Fig. 1: run 1, register map, names as in the netlist
The bar under the picture is 20 microns long. Other sequential cells in the stronger gray, the rest of the logic in the fainter gray.
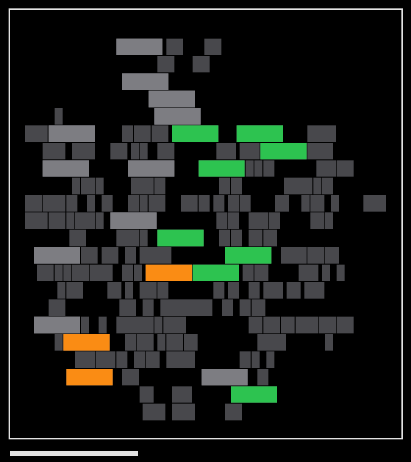
Fig. 2: run 1, wiring by layer
Two of the layers only.
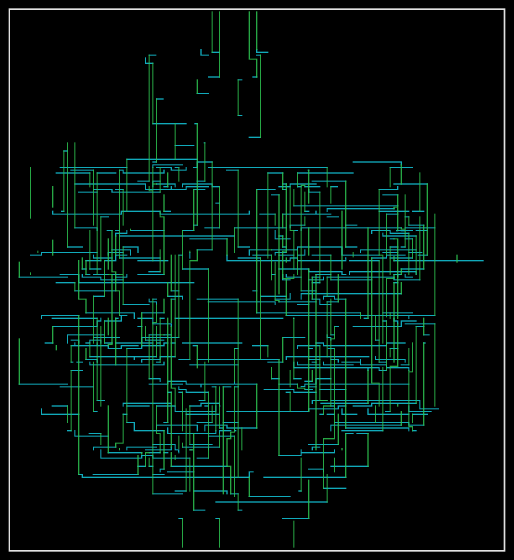
Fig. 3: run 1, clock wiring as the flow saved it
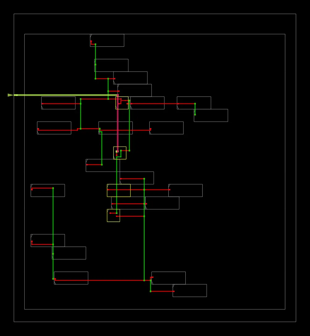
Fig. 4: run 1, I/O pins on the die edge
Pins as bars across the die edge, other pins in gray.
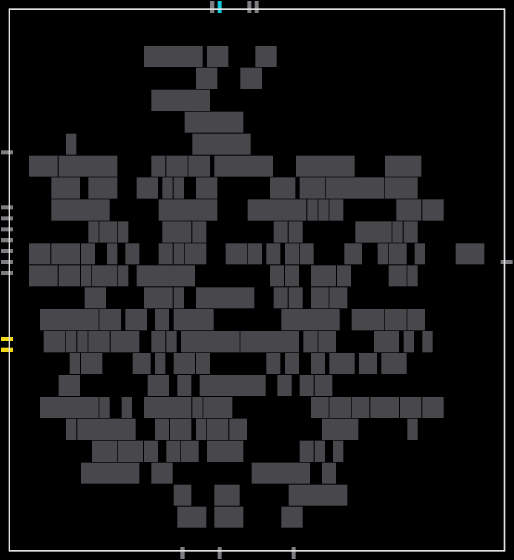
<file path="src/rtl/msfsm_arb_pkg.sv">
// Shared types and constants for the two-requester VME controller arbiter.
package msfsm_arb_pkg;

    localparam int unsigned NREQ = 2;

    localparam logic RW_WRITE = 1'b1;
    localparam logic RW_READ  = 1'b0;

    typedef enum logic [2:0] {
        IDLE    = 3'd0,
        ISSUE   = 3'd1,
        WAIT_HI = 3'd2,
        HOLD    = 3'd3,
        RELEASE = 3'd4,
        WAIT_LO = 3'd5
    } arb_state_t;

endpackage

</file>
<file path="src/rtl/msfsm_vme_arbiter_if.sv">
// Requester handshakes, controller event pulses and status, bundled for the arbiter.
interface msfsm_vme_arbiter_if;
    import msfsm_arb_pkg::*;

    logic [NREQ-1:0] req;
    logic [NREQ-1:0] rw;
    logic [NREQ-1:0] ack;
    logic            dsr_PLUS;
    logic            dsr_MINUS;
    logic            dsw_PLUS;
    logic            dsw_MINUS;
    logic            dtack_PLUS;
    logic            dtack_MINUS;
    logic            busy;
    logic            owner;
    logic            err;
    logic            err_clr;

    // Arbiter side.
    modport slave (
        input  req, rw, dtack_PLUS, dtack_MINUS, err_clr,
        output ack, dsr_PLUS, dsr_MINUS, dsw_PLUS, dsw_MINUS, busy, owner, err
    );

    // Requester / controller side.
    modport master (
        output req, rw, dtack_PLUS, dtack_MINUS, err_clr,
        input  ack, dsr_PLUS, dsr_MINUS, dsw_PLUS, dsw_MINUS, busy, owner, err
    );

endinterface

</file>
<file path="src/rtl/rr_arb2.sv">
// Two-way round-robin pick: a lone request wins outright, a tie goes to the
// requester that was not served last.
module rr_arb2
    import msfsm_arb_pkg::*;
(
    input  logic            clk,
    input  logic            reset,
    input  logic [NREQ-1:0] req,
    input  logic            en,
    output logic            gnt_idx,
    output logic            gnt_vld
);

    // Requester preferred on a tie; 0 out of reset.
    logic prio_q;

    // Combinational pick from the current request vector.
    always_comb begin
        gnt_vld = |req;
        gnt_idx = 1'b0;
        case (req)
            2'b01:   gnt_idx = 1'b0;
            2'b10:   gnt_idx = 1'b1;
            2'b11:   gnt_idx = prio_q;
            default: gnt_idx = 1'b0;
        endcase
    end

    // Hand the tie-break to the other requester whenever a grant is taken.
    always_ff @(posedge clk) begin
        if (reset) begin
            prio_q <= 1'b0;
        end else if (en && gnt_vld) begin
            prio_q <= ~gnt_idx;
        end
    end

endmodule

</file>
<file path="src/rtl/msfsm_vme_arbiter.sv">
// Serialises two 4-phase requesters onto one VME bus controller, turning each
// handshake into dsr/dsw start/release event pulses and closing it on the
// controller's dtack events, with a sticky error for timeouts and stray events.
module msfsm_vme_arbiter
    import msfsm_arb_pkg::*;
#(
    parameter int unsigned TO_W     = 8,
    parameter int unsigned TO_LIMIT = 200
)(
    input  logic                clk,
    input  logic                reset,
    msfsm_vme_arbiter_if.slave  bus
);

    localparam logic [TO_W-1:0] TO_MAX = '1;
    localparam logic [TO_W-1:0] TO_HIT = TO_W'(TO_LIMIT);

    arb_state_t       state_q;
    logic             owner_q;
    logic             rw_q;
    logic [NREQ-1:0]  ack_q;
    logic             dsr_plus_q;
    logic             dsr_minus_q;
    logic             dsw_plus_q;
    logic             dsw_minus_q;
    logic             busy_q;
    logic             err_q;
    logic [TO_W-1:0]  to_cnt_q;

    logic             gnt_idx;
    logic             gnt_vld;
    logic [TO_W-1:0]  to_cnt_inc;
    logic             waiting;
    logic             to_hit;
    logic             spurious;

    rr_arb2 u_rr_arb2 (
        .clk     (clk),
        .reset   (reset),
        .req     (bus.req),
        .en      (state_q == IDLE),
        .gnt_idx (gnt_idx),
        .gnt_vld (gnt_vld)
    );

    // Watchdog and stray-event detection feeding the sticky error.
    always_comb begin
        to_cnt_inc = (to_cnt_q == TO_MAX) ? to_cnt_q : to_cnt_q + TO_W'(1);
        waiting    = ((state_q == WAIT_HI) && !bus.dtack_PLUS) ||
                     ((state_q == WAIT_LO) && !bus.dtack_MINUS);
        to_hit     = waiting && (to_cnt_inc == TO_HIT) && (to_cnt_q != TO_HIT);
        spurious   = (bus.dtack_PLUS  && !((state_q == ISSUE)   || (state_q == WAIT_HI))) ||
                     (bus.dtack_MINUS && !((state_q == RELEASE) || (state_q == WAIT_LO)));
    end

    // Transaction FSM with registered pulses, ack, busy, owner and error.
    always_ff @(posedge clk) begin
        if (reset) begin
            state_q     <= IDLE;
            owner_q     <= 1'b0;
            rw_q        <= RW_READ;
            ack_q       <= '0;
            dsr_plus_q  <= 1'b0;
            dsr_minus_q <= 1'b0;
            dsw_plus_q  <= 1'b0;
            dsw_minus_q <= 1'b0;
            busy_q      <= 1'b0;
            err_q       <= 1'b0;
            to_cnt_q    <= '0;
        end else begin
            dsr_plus_q  <= 1'b0;
            dsr_minus_q <= 1'b0;
            dsw_plus_q  <= 1'b0;
            dsw_minus_q <= 1'b0;

            if (bus.err_clr) begin
                err_q <= 1'b0;
            end else if (spurious || to_hit) begin
                err_q <= 1'b1;
            end

            case (state_q)
                IDLE: begin
                    if (gnt_vld) begin
                        state_q    <= ISSUE;
                        owner_q    <= gnt_idx;
                        rw_q       <= bus.rw[gnt_idx];
                        busy_q     <= 1'b1;
                        dsw_plus_q <= (bus.rw[gnt_idx] == RW_WRITE);
                        dsr_plus_q <= (bus.rw[gnt_idx] == RW_READ);
                    end
                end
                // A Mealy controller may answer within the start-pulse cycle.
                ISSUE: begin
                    if (bus.dtack_PLUS) begin
                        ack_q[owner_q] <= 1'b1;
                        state_q        <= HOLD;
                    end else begin
                        state_q  <= WAIT_HI;
                        to_cnt_q <= '0;
                    end
                end
                WAIT_HI: begin
                    if (bus.dtack_PLUS) begin
                        ack_q[owner_q] <= 1'b1;
                        state_q        <= HOLD;
                    end else begin
                        to_cnt_q <= to_cnt_inc;
                    end
                end
                HOLD: begin
                    if (!bus.req[owner_q]) begin
                        ack_q[owner_q] <= 1'b0;
                        state_q        <= RELEASE;
                        dsw_minus_q    <= (rw_q == RW_WRITE);
                        dsr_minus_q    <= (rw_q == RW_READ);
                    end
                end
                // Likewise the release may be answered within its pulse cycle.
                RELEASE: begin
                    if (bus.dtack_MINUS) begin
                        state_q <= IDLE;
                        busy_q  <= 1'b0;
                    end else begin
                        state_q  <= WAIT_LO;
                        to_cnt_q <= '0;
                    end
                end
                WAIT_LO: begin
                    if (bus.dtack_MINUS) begin
                        state_q <= IDLE;
                        busy_q  <= 1'b0;
                    end else begin
                        to_cnt_q <= to_cnt_inc;
                    end
                end
                default: begin
                    state_q <= IDLE;
                    busy_q  <= 1'b0;
                end
            endcase
        end
    end

    assign bus.ack       = ack_q;
    assign bus.dsr_PLUS  = dsr_plus_q;
    assign bus.dsr_MINUS = dsr_minus_q;
    assign bus.dsw_PLUS  = dsw_plus_q;
    assign bus.dsw_MINUS = dsw_minus_q;
    assign bus.busy      = busy_q;
    assign bus.owner     = owner_q;
    assign bus.err       = err_q;

endmodule

</file>
<file path="src/flat_wrapper.sv">
// flat-port wrapper written by rule: the top's interface ports become plain ports
module msfsm_vme_arbiter_flat import msfsm_arb_pkg::*;
#(
    parameter int unsigned TO_W     = 8,
    parameter int unsigned TO_LIMIT = 200
)
  (clk, reset, bus_req, bus_rw, bus_dtack_PLUS, bus_dtack_MINUS, bus_err_clr, bus_ack, bus_dsr_PLUS, bus_dsr_MINUS, bus_dsw_PLUS, bus_dsw_MINUS, bus_busy, bus_owner, bus_err);
  msfsm_vme_arbiter_if bus_i ();
  input  logic clk;
  input  logic reset;
  input wire logic [$bits(bus_i.req)-1:0] bus_req;
  input wire logic [$bits(bus_i.rw)-1:0] bus_rw;
  input wire logic [$bits(bus_i.dtack_PLUS)-1:0] bus_dtack_PLUS;
  input wire logic [$bits(bus_i.dtack_MINUS)-1:0] bus_dtack_MINUS;
  input wire logic [$bits(bus_i.err_clr)-1:0] bus_err_clr;
  output wire logic [$bits(bus_i.ack)-1:0] bus_ack;
  output wire logic [$bits(bus_i.dsr_PLUS)-1:0] bus_dsr_PLUS;
  output wire logic [$bits(bus_i.dsr_MINUS)-1:0] bus_dsr_MINUS;
  output wire logic [$bits(bus_i.dsw_PLUS)-1:0] bus_dsw_PLUS;
  output wire logic [$bits(bus_i.dsw_MINUS)-1:0] bus_dsw_MINUS;
  output wire logic [$bits(bus_i.busy)-1:0] bus_busy;
  output wire logic [$bits(bus_i.owner)-1:0] bus_owner;
  output wire logic [$bits(bus_i.err)-1:0] bus_err;
  assign bus_i.req = bus_req;
  assign bus_i.rw = bus_rw;
  assign bus_i.dtack_PLUS = bus_dtack_PLUS;
  assign bus_i.dtack_MINUS = bus_dtack_MINUS;
  assign bus_i.err_clr = bus_err_clr;
  assign bus_ack = bus_i.ack;
  assign bus_dsr_PLUS = bus_i.dsr_PLUS;
  assign bus_dsr_MINUS = bus_i.dsr_MINUS;
  assign bus_dsw_PLUS = bus_i.dsw_PLUS;
  assign bus_dsw_MINUS = bus_i.dsw_MINUS;
  assign bus_busy = bus_i.busy;
  assign bus_owner = bus_i.owner;
  assign bus_err = bus_i.err;
  msfsm_vme_arbiter #(.TO_W(TO_W), .TO_LIMIT(TO_LIMIT)) u_core (.clk(clk), .reset(reset), .bus(bus_i));
endmodule
</file>
<file path="config.mk">
export PLATFORM = sky130hd
export DESIGN_NAME = msfsm_vme_arbiter_flat
export DESIGN_NICKNAME = d
export VERILOG_FILES = /design/src/rtl/msfsm_arb_pkg.sv /design/src/rtl/msfsm_vme_arbiter_if.sv /design/src/rtl/rr_arb2.sv /design/src/rtl/msfsm_vme_arbiter.sv /design/src/flat_wrapper.sv
export SDC_FILE = /design/constraint.sdc
export NUM_CORES = 1
export LEC_CHECK = 0
export CORE_ASPECT_RATIO = 1.1
export CORE_MARGIN = 2
export CORE_UTILIZATION = 35
export CTS_CLUSTER_SIZE = 10
export DETAILED_ROUTE_END_ITERATION = 8
export GPL_ROUTABILITY_DRIVEN = 0
export PLACE_DENSITY = 0.64
export SYNTH_ARGS = -nofsm -noshare
export SYNTH_HDL_FRONTEND = slang
export SYNTH_SLANG_ARGS = --single-unit
</file>
<file path="constraint.sdc">
create_clock -name clk -period 2.16 [get_ports clk]
set_clock_uncertainty 0.1 [all_clocks]
set_input_delay 0.216 -clock clk [delete_from_list [all_inputs] [get_ports clk]]
set_output_delay 0.216 -clock clk [all_outputs]
set_load 0.1 [all_outputs]
</file>
==> impl_metrics.py, run 1 <==
# Synthesis and PnR figures
metrics = {
    "run_status": {
        "status": "finished clean",
    },
    "synthesis": {
        "ys.flops": 22,
        "area_leaders": "dfxtp_1 35%, a21oi_1 6.0%, nand2_1 3.9%, nor2_1 3.9%, nor3_1 3.2%",
        "syn_area_sq_um": 1260,
        "adder_share": 0.0198,
        "largest_area_cell": "dfxtp_1",
        "logic_family": "simple AND/OR/NAND/NOR gates",
        "ys_sh_aoi": 0.242,
        "syn_inst": 152,
        "ys.flop_type": "dfxtp_1",
        "synthTopCellsByCount": "22 x dfxtp_1, 15 x a21oi_1, 13 x nand2_1, 13 x nor2_1, 8 x nor3_1",
        "yosys_cells": 152,
        "yosys_warnings": 0,
        "synth_cell_types": 49,
        "synthArstFlopShare": 0,
        "ys_sh_simple": 0.284,
        "ys_sh_mux": 0.0159,
        "avgSynthCellArea_sq_um": 8.30,
        "yosysMostFrequentCell": "dfxtp_1",
        "edf_count": 0,
        "yosysSeqAreaShare": 0.349,
        "ys_sh_xor": 0.0198,
        "fp_nets": 163,
        "top_area_frac": 0.349,
    },
    "route": {
        "drt-met1-wl_microns": 1270,
        "dr.pass1.iters": 4,
        "drt-initial-drc-count": 65,
        "viasPerCell": 5.39,
        "top_layer": "met4",
        "wl_met2_microns": 1320,
        "drc": 0,
        "routed-wl-met3_microns": 107,
        "postRouteAntennaNets": 0,
    },
    "critical_path": {
        "cp.required_ps": 2260,
        "critPathBufInv": 0,
        "cp_num_cells": 6,
        "cp-endpoint": "u_core.bus.err",
        "path_class": "reg -> reg",
        "r2r-end": "u_core.bus.err",
        "path_cells": "ha_1 > and4_1 > nand2_2 > and3_1 > o2111ai_1 > o31ai_2",
        "cp_max_fo": 6,
        "max_stage_delay_ps": 420,
        "critPathSlowestCell": "dfxtp_1",
        "startpoint": "u_core.to_cnt_q[1]",
        "r2r_start": "u_core.to_cnt_q[1]",
        "ff2ff_path_depth": 6,
    },
    "floorplan": {
        "die_area_sq_um": 4100,
        "io_pins": 18,
        "fp.coreArea_sq_um": 3390,
        "n_tap_cell": 48,
        "rows": 22,
    },
    "timing": {
        "setup_viol": 0,
        "tightest_slew_ps": 501,
        "finalClockPeriodUsage": 0.844,
        "slew_headroom": 0.663,
        "rsz0062_at_grt": "false",
        "holdWs_ps": 361,
        "report.final.slew_viol_count": 0,
        "setup_tns_ps": 0,
        "max_freq_mhz": 548,
        "setup_ws_ps": 337,
        "hold_viol": 0,
    },
    "clock_tree": {
        "cts_made_buffers": 3,
        "cts_tree": "built",
        "cts_max_level": 1,
        "clk_pin_slew_ps": 120,
        "cts_root_buffer": "clkbuf_4",
        "postCtsHoldBufs": 0,
        "clock_latency_ps": 300,
        "cts_resized": 0,
        "cts.sinks": 22,
        "clockBufferDepth": 2,
        "post-cts-setup-buffer-count": 0,
    },
    "layout": {
        "lay_top_cells": "22 x dfxtp_1, 15 x a21oi_1, 13 x nand2_1, 13 x nor2_1, 12 x buf_4",
        "comb-cell-share": 0.503,
        "design_area_sq_um": 1460,
        "logic_gate_count": 114,
        "final_cells": 213,
        "dominant_cells": "logic gates",
        "comb_area_sq_um": 733,
        "nNetsFinal": 177,
        "clk_share": 0.0249,
        "num-nonclk-buffers": 20,
        "final-nonclk-buf-share": 0.117,
        "fillers": 356,
        "largestRegisters": "u_core.to_cnt_q x8, u_core.state_q x3",
        "top_register": "u_core.to_cnt_q",
        "areaGrowthSynthToFinish_pct": 15.7,
        "inverters_excl_clock": 5,
        "mostFrequentLayoutCell": "dfxtp_1",
        "drive_gt1_frac": 0.170,
        "seq_cells": 22,
    },
    "pwr": {
        "pwr-share-comb": 0.477,
        "power_frac_clock": 0.150,
        "top_power_group": "combinational logic",
        "p_sw_mw": 0.680,
        "intPower_mw": 0.825,
        "powerComb_mw": 0.717,
        "power_frac_seq": 0.373,
        "power.total_mw": 1.50,
        "netSwitchingFraction": 0.452,
        "powerSeq_mw": 0.562,
        "powerDensity_nw_per_um2": 1030,
        "leakagePower_nw": 0.515,
        "ir_worst_vdd_mv": 0.652,
    },
    "global_route": {
        "grt_max_degree": 23,
        "grt_usage": 0.147,
        "grtUsageMet1": 0.185,
        "use_met2": 0.241,
        "grt_pass1_wl_microns": 4590,
        "grt_busiest_layer": "met2",
        "grt_pass1_vias": 1046,
        "antenna_found_initial": 0,
        "grt_overflow": 0,
    },
    "hold_path": {
        "hold_depth": 1,
        "worst_hold_path_type": "reg -> reg",
        "hold_end": "u_core.bus.dsr_MINUS",
        "hold_start": "u_core.rw_q",
    },
    "job": {
        "log.warning_count": 27,
        "drv_cap": 0,
    },
    "place": {
        "hpwlAfterDp_microns": 2030,
        "dp_cells": 209,
        "dpl-instance-area_sq_um": 1420,
        "placement.setup.worst_slack_ps": 241,
    },
}
About Fig. 1:
u_core.to_cnt_q: drawn in green, sequential cells 8. u_core.state_q: drawn in orange, sequential cells 3.
final core occ: 0.431
Seq. cell area: 440 sq um
Seq area share: 0.302

About Fig. 2:
M2: drawn in green, wire length 1320 microns. M1: drawn in cyan, wire length 1270 microns.
Avg WL per Cell: 13.0 microns
routed vias: 1149
total routed wirelength: 2770 microns

About Fig. 3:
clkbuf count: 4
P_clk: 0.226 mW

About Fig. 4:
bus_dsw_PLUS: drawn in cyan, pins 1, direction output, edge north. bus_ack: drawn in yellow, pins 2, direction output, edge west.
All pins by edge: 10 west, 4 north, 3 south, 1 east.
PortBufs: 17
DIE HEIGHT: 67.0 microns
chip width: 61.2 microns

Fig. 5: run 1, logic cells by family
The bar under the picture is 20 microns long.
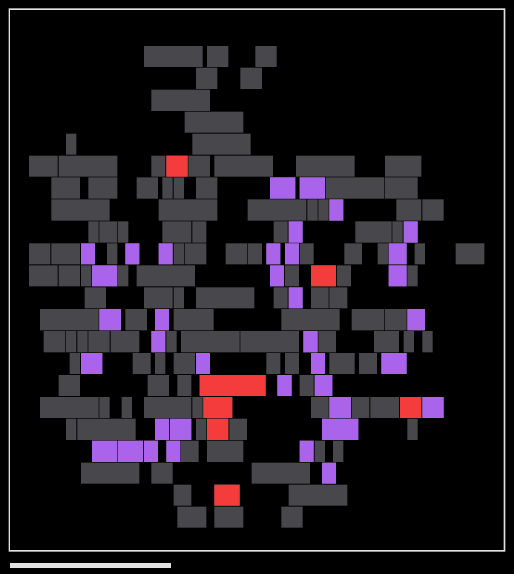

--- run 2 (diff from run 1) ---
==> constraint.sdc (replaced) <==
create_clock -name clk -period 1.8 [get_ports clk]
set_clock_uncertainty 0.1 [all_clocks]
set_input_delay 0.18 -clock clk [delete_from_list [all_inputs] [get_ports clk]]
set_output_delay 0.18 -clock clk [all_outputs]
set_load 0.1 [all_outputs]
Fig. 6: run 2, logic cells by family
The bar under the picture is 20 microns long.
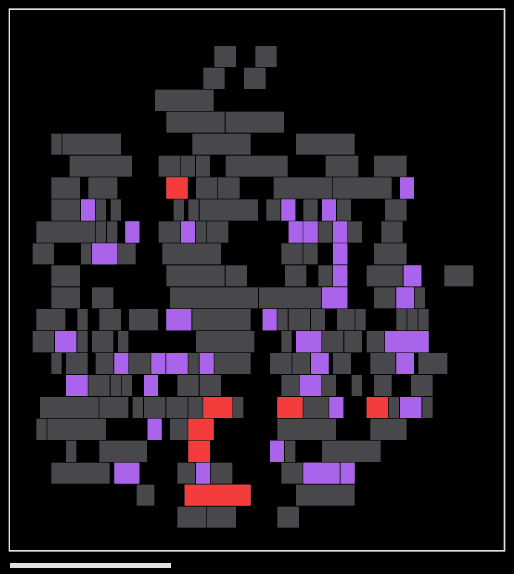
aoi and oai cells: drawn in purple, cells 37, most used a21oi_1. non-inverting ao/oa cells: drawn in red, cells 7, most used o21a_1, where south.
tally of non-filler cells in the final layout: 226
multi-input gate share of total cell area: 0.464
Top cell excl fill/tap: buf_4

==> run 2 against run 1 <==
Against the previous run:
- maximum frequency grew 8.2%
- die area did not move
- cell area grew 9.5%
- largest cell class unchanged
- sequential share of layout area is 2.4 points lower
- synthesized area did not move
- synthesized cell count stayed put
- critical path depth fell by 1
==> impl_metrics.py, run 2 <==
# Synthesis and PnR figures
metrics = {
    "run_status": {
        "status": "finished clean",
    },
    "clock_tree": {
        "clock_latency_ps": 300,
        "clockBufferDepth": 2,
        "cts_made_buffers": 3,
        "clk_pin_slew_ps": 120,
        "postCtsHoldBufs": 0,
        "cts_root_buffer": "clkbuf_4",
    },
    "timing": {
        "setup_tns_ps": 0,
        "tightest_slew_ps": 413,
        "setup_ws_ps": 115,
        "rsz0062_at_grt": "false",
        "setup_viol": 0,
        "finalClockPeriodUsage": 0.936,
        "max_freq_mhz": 593,
        "hold_viol": 0,
        "holdWs_ps": 366,
    },
    "pwr": {
        "power.total_mw": 1.98,
        "netSwitchingFraction": 0.419,
        "intPower_mw": 1.15,
        "pwr-share-comb": 0.464,
        "powerDensity_nw_per_um2": 1240,
        "ir_worst_vdd_mv": 0.865,
        "clk-power_mw": 0.372,
        "top_power_group": "combinational logic",
        "power_frac_seq": 0.348,
        "p_sw_mw": 0.827,
    },
    "layout": {
        "areaGrowthSynthToFinish_pct": 26.7,
        "num-nonclk-buffers": 33,
        "comb_area_sq_um": 742,
        "logic_gate_count": 114,
        "design_area_sq_um": 1600,
        "drive_gt1_frac": 0.258,
        "seq_area_frac": 0.278,
        "nNetsFinal": 190,
        "dominant_cells": "logic gates",
        "utilization": 0.472,
        "top_register": "u_core.to_cnt_q",
        "lay_top_cells": "24 x buf_4, 19 x dfxtp_1, 15 x a21oi_1",
        "final-nonclk-buf-share": 0.175,
        "flop_area_sq_um": 444,
    },
    "floorplan": {
        "die_w_microns": 61.2,
        "die_h_microns": 67.0,
        "fp.coreArea_sq_um": 3390,
        "n_tap_cell": 48,
        "io_pins": 18,
        "die_area_sq_um": 4100,
    },
    "global_route": {
        "grt_overflow": 0,
        "antenna_found_initial": 0,
        "grt_max_degree": 15,
        "grt_pass1_wl_microns": 5000,
        "use_met2": 0.277,
        "grtUsageMet1": 0.200,
        "grt_usage": 0.161,
        "grt_busiest_layer": "met2",
    },
    "route": {
        "finalWirelength_microns": 2890,
        "routed-wl-met3_microns": 68,
        "num_vias": 1165,
        "viasPerCell": 5.15,
        "top_layer": "met4",
        "drc": 0,
        "dr.pass1.iters": 4,
        "post_drt_wl_per_cell_microns": 12.8,
        "drt-initial-drc-count": 64,
        "wl_met2_microns": 1470,
    },
    "place": {
        "port_buffers": 17,
        "dpl-instance-area_sq_um": 1530,
        "hpwlAfterDp_microns": 2220,
        "placement.setup.worst_slack_ps": 26.6,
    },
    "synthesis": {
        "synth_cell_types": 49,
        "ys_sh_xor": 0.0198,
        "ys_sh_aoi": 0.242,
        "ys_sh_mux": 0.0159,
        "syn_inst": 152,
        "synthTopCellsByCount": "22 x dfxtp_1, 15 x a21oi_1, 13 x nand2_1, 13 x nor2_1, 8 x nor3_1",
        "synthArstFlopShare": 0,
        "yosys_warnings": 0,
        "syn_area_sq_um": 1260,
        "logic_family": "simple AND/OR/NAND/NOR gates",
        "yosysMostFrequentCell": "dfxtp_1",
        "adder_share": 0.0198,
        "edf_count": 0,
        "ys_sh_simple": 0.284,
        "avgSynthCellArea_sq_um": 8.30,
        "largest_area_cell": "dfxtp_1",
    },
    "critical_path": {
        "path_class": "reg -> reg",
        "cp_num_cells": 5,
        "ff2ff_path_depth": 5,
        "cp-endpoint": "u_core.bus.err",
        "r2r_start": "u_core.to_cnt_q[0]",
        "cp_max_fo": 5,
        "cp.required_ps": 1940,
        "max_stage_delay_ps": 400,
        "critPathSlowestCell": "dfxtp_2",
    },
    "hold_path": {
        "hold_start": "u_core.rw_q",
        "hold_end": "u_core.bus.dsr_MINUS",
        "worst_hold_path_type": "reg -> reg",
        "hold_depth": 1,
    },
    "job": {
        "log.warning_count": 27,
        "drv_cap": 0,
    },
}
Fig. 7: run 2, I/O pins on the die edge
Pins as bars across the die edge, other pins in gray.
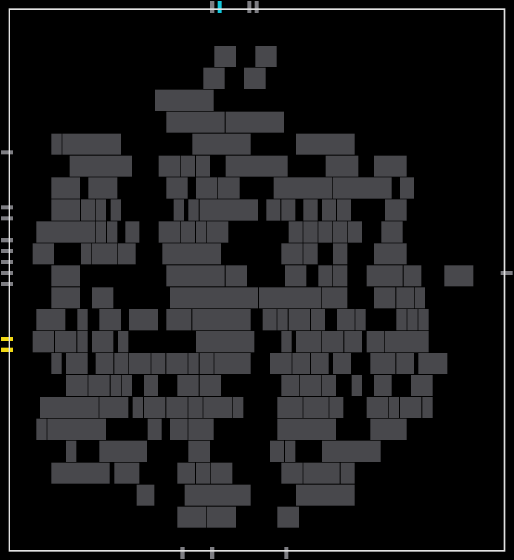

--- run 3 (diff from run 2) ---
==> constraint.sdc (replaced) <==
create_clock -name clk -period 1.8 [get_ports clk]
set_clock_uncertainty 0.1 [all_clocks]
set_input_delay 0.36 -clock clk [delete_from_list [all_inputs] [get_ports clk]]
set_output_delay 0.36 -clock clk [all_outputs]
set_load 0.1 [all_outputs]
Fig. 8: run 3, I/O pins on the die edge
Pins as bars across the die edge, other pins in gray.
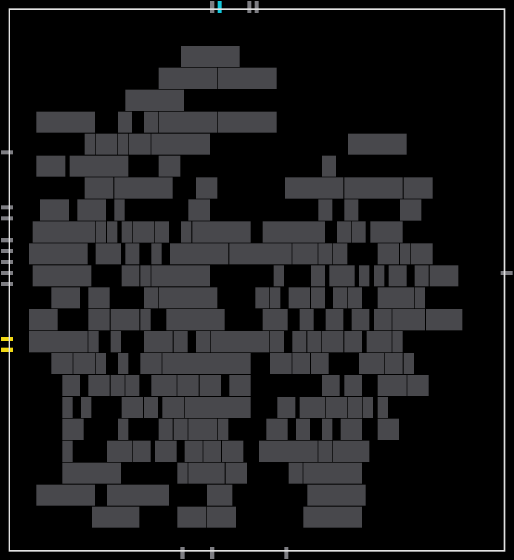
bus_dsw_PLUS: drawn in cyan, pins 1, direction output, edge north. bus_ack: drawn in yellow, pins 2, direction output, edge west.
All pins by edge: 10 west, 4 north, 3 south, 1 east.

==> run 3 against run 2 <==
Against the previous run:
- die area did not move
- cell count shrank 0.44%
- total power increased by 6.0%
- first-iteration DRC count down 3.1%
- via count increased by 2.7%
- synthesized area unchanged
- critical path type unchanged
==> impl_metrics.py, run 3 <==
# Synthesis and PnR figures
metrics = {
    "global_route": {
        "antenna_found_initial": 0,
        "grt_pass1_wl_microns": 4970,
        "grt_busiest_layer": "met2",
        "grt_usage": 0.156,
        "grt_max_degree": 23,
        "grtUsageMet1": 0.188,
        "grt_overflow": 0,
    },
    "hold_path": {
        "worst_hold_path_type": "reg -> reg",
        "hold_start": "u_core.rw_q",
        "hold_end": "u_core.bus.dsr_MINUS",
        "hold_depth": 1,
    },
    "place": {
        "dpl-instance-area_sq_um": 1640,
        "placement.setup.worst_slack_ps": -147,
    },
    "synthesis": {
        "adder_share": 0.0198,
        "ys_sh_mux": 0.0159,
        "ys_sh_aoi": 0.242,
        "yosysMostFrequentCell": "dfxtp_1",
        "avgSynthCellArea_sq_um": 8.30,
        "edf_count": 0,
        "synthArstFlopShare": 0,
        "synthTopCellsByCount": "22 x dfxtp_1, 15 x a21oi_1, 13 x nand2_1, 13 x nor2_1, 8 x nor3_1",
        "yosys_warnings": 0,
        "logic_family": "simple AND/OR/NAND/NOR gates",
        "ys_sh_simple": 0.284,
        "largest_area_cell": "dfxtp_1",
        "synth_cell_types": 49,
    },
    "pwr": {
        "ir_worst_vdd_mv": 0.772,
        "clk-power_mw": 0.380,
        "power.total_mw": 2.09,
        "p_sw_mw": 0.862,
        "netSwitchingFraction": 0.411,
        "intPower_mw": 1.23,
        "pwr-share-comb": 0.483,
    },
    "layout": {
        "logic_gate_count": 114,
        "mostFrequentLayoutCell": "dfxtp_1",
        "top_register": "u_core.to_cnt_q",
        "areaGrowthSynthToFinish_pct": 34.5,
        "num-nonclk-buffers": 32,
        "final_cells": 225,
        "design_area_sq_um": 1700,
        "flop_area_sq_um": 445,
        "dominant_cells": "logic gates",
        "nNetsFinal": 189,
        "comb-cell-share": 0.433,
        "comb_area_sq_um": 734,
        "utilization": 0.501,
        "lay_top_cells": "18 x dfxtp_1, 15 x a21oi_1, 14 x buf_4",
        "seq_area_frac": 0.263,
    },
    "clock_tree": {
        "clock_latency_ps": 310,
        "clk_pin_slew_ps": 130,
        "postCtsHoldBufs": 0,
        "cts_root_buffer": "clkbuf_4",
    },
    "critical_path": {
        "r2r_start": "u_core.to_cnt_q[0]",
        "path_class": "reg -> reg",
        "cp-endpoint": "u_core.bus.err",
        "max_stage_delay_ps": 390,
        "critPathSlowestCell": "dfxtp_2",
        "cp_num_cells": 6,
    },
    "route": {
        "drt-initial-drc-count": 62,
        "finalWirelength_microns": 2830,
        "routed-wl-met3_microns": 121,
        "post_drt_wl_per_cell_microns": 12.6,
        "num_vias": 1197,
        "dr.pass1.iters": 4,
        "wl_met2_microns": 1460,
        "top_layer": "met4",
    },
    "timing": {
        "setup_ws_ps": 120,
        "finalClockPeriodUsage": 0.933,
        "setup_viol": 0,
        "holdWs_ps": 367,
        "rsz0062_at_grt": "false",
        "setup_tns_ps": 0,
        "tightest_slew_ps": 349,
        "hold_viol": 0,
    },
    "floorplan": {
        "die_h_microns": 67.0,
        "die_w_microns": 61.2,
        "n_tap_cell": 48,
        "io_pins": 18,
        "fp.coreArea_sq_um": 3390,
        "die_area_sq_um": 4100,
    },
    "run_status": {
        "status": "finished clean",
    },
    "job": {
        "log.warning_count": 27,
        "drv_cap": 0,
    },
}
Power figures rest on the tool's default switching activity, not on a simulated workload.
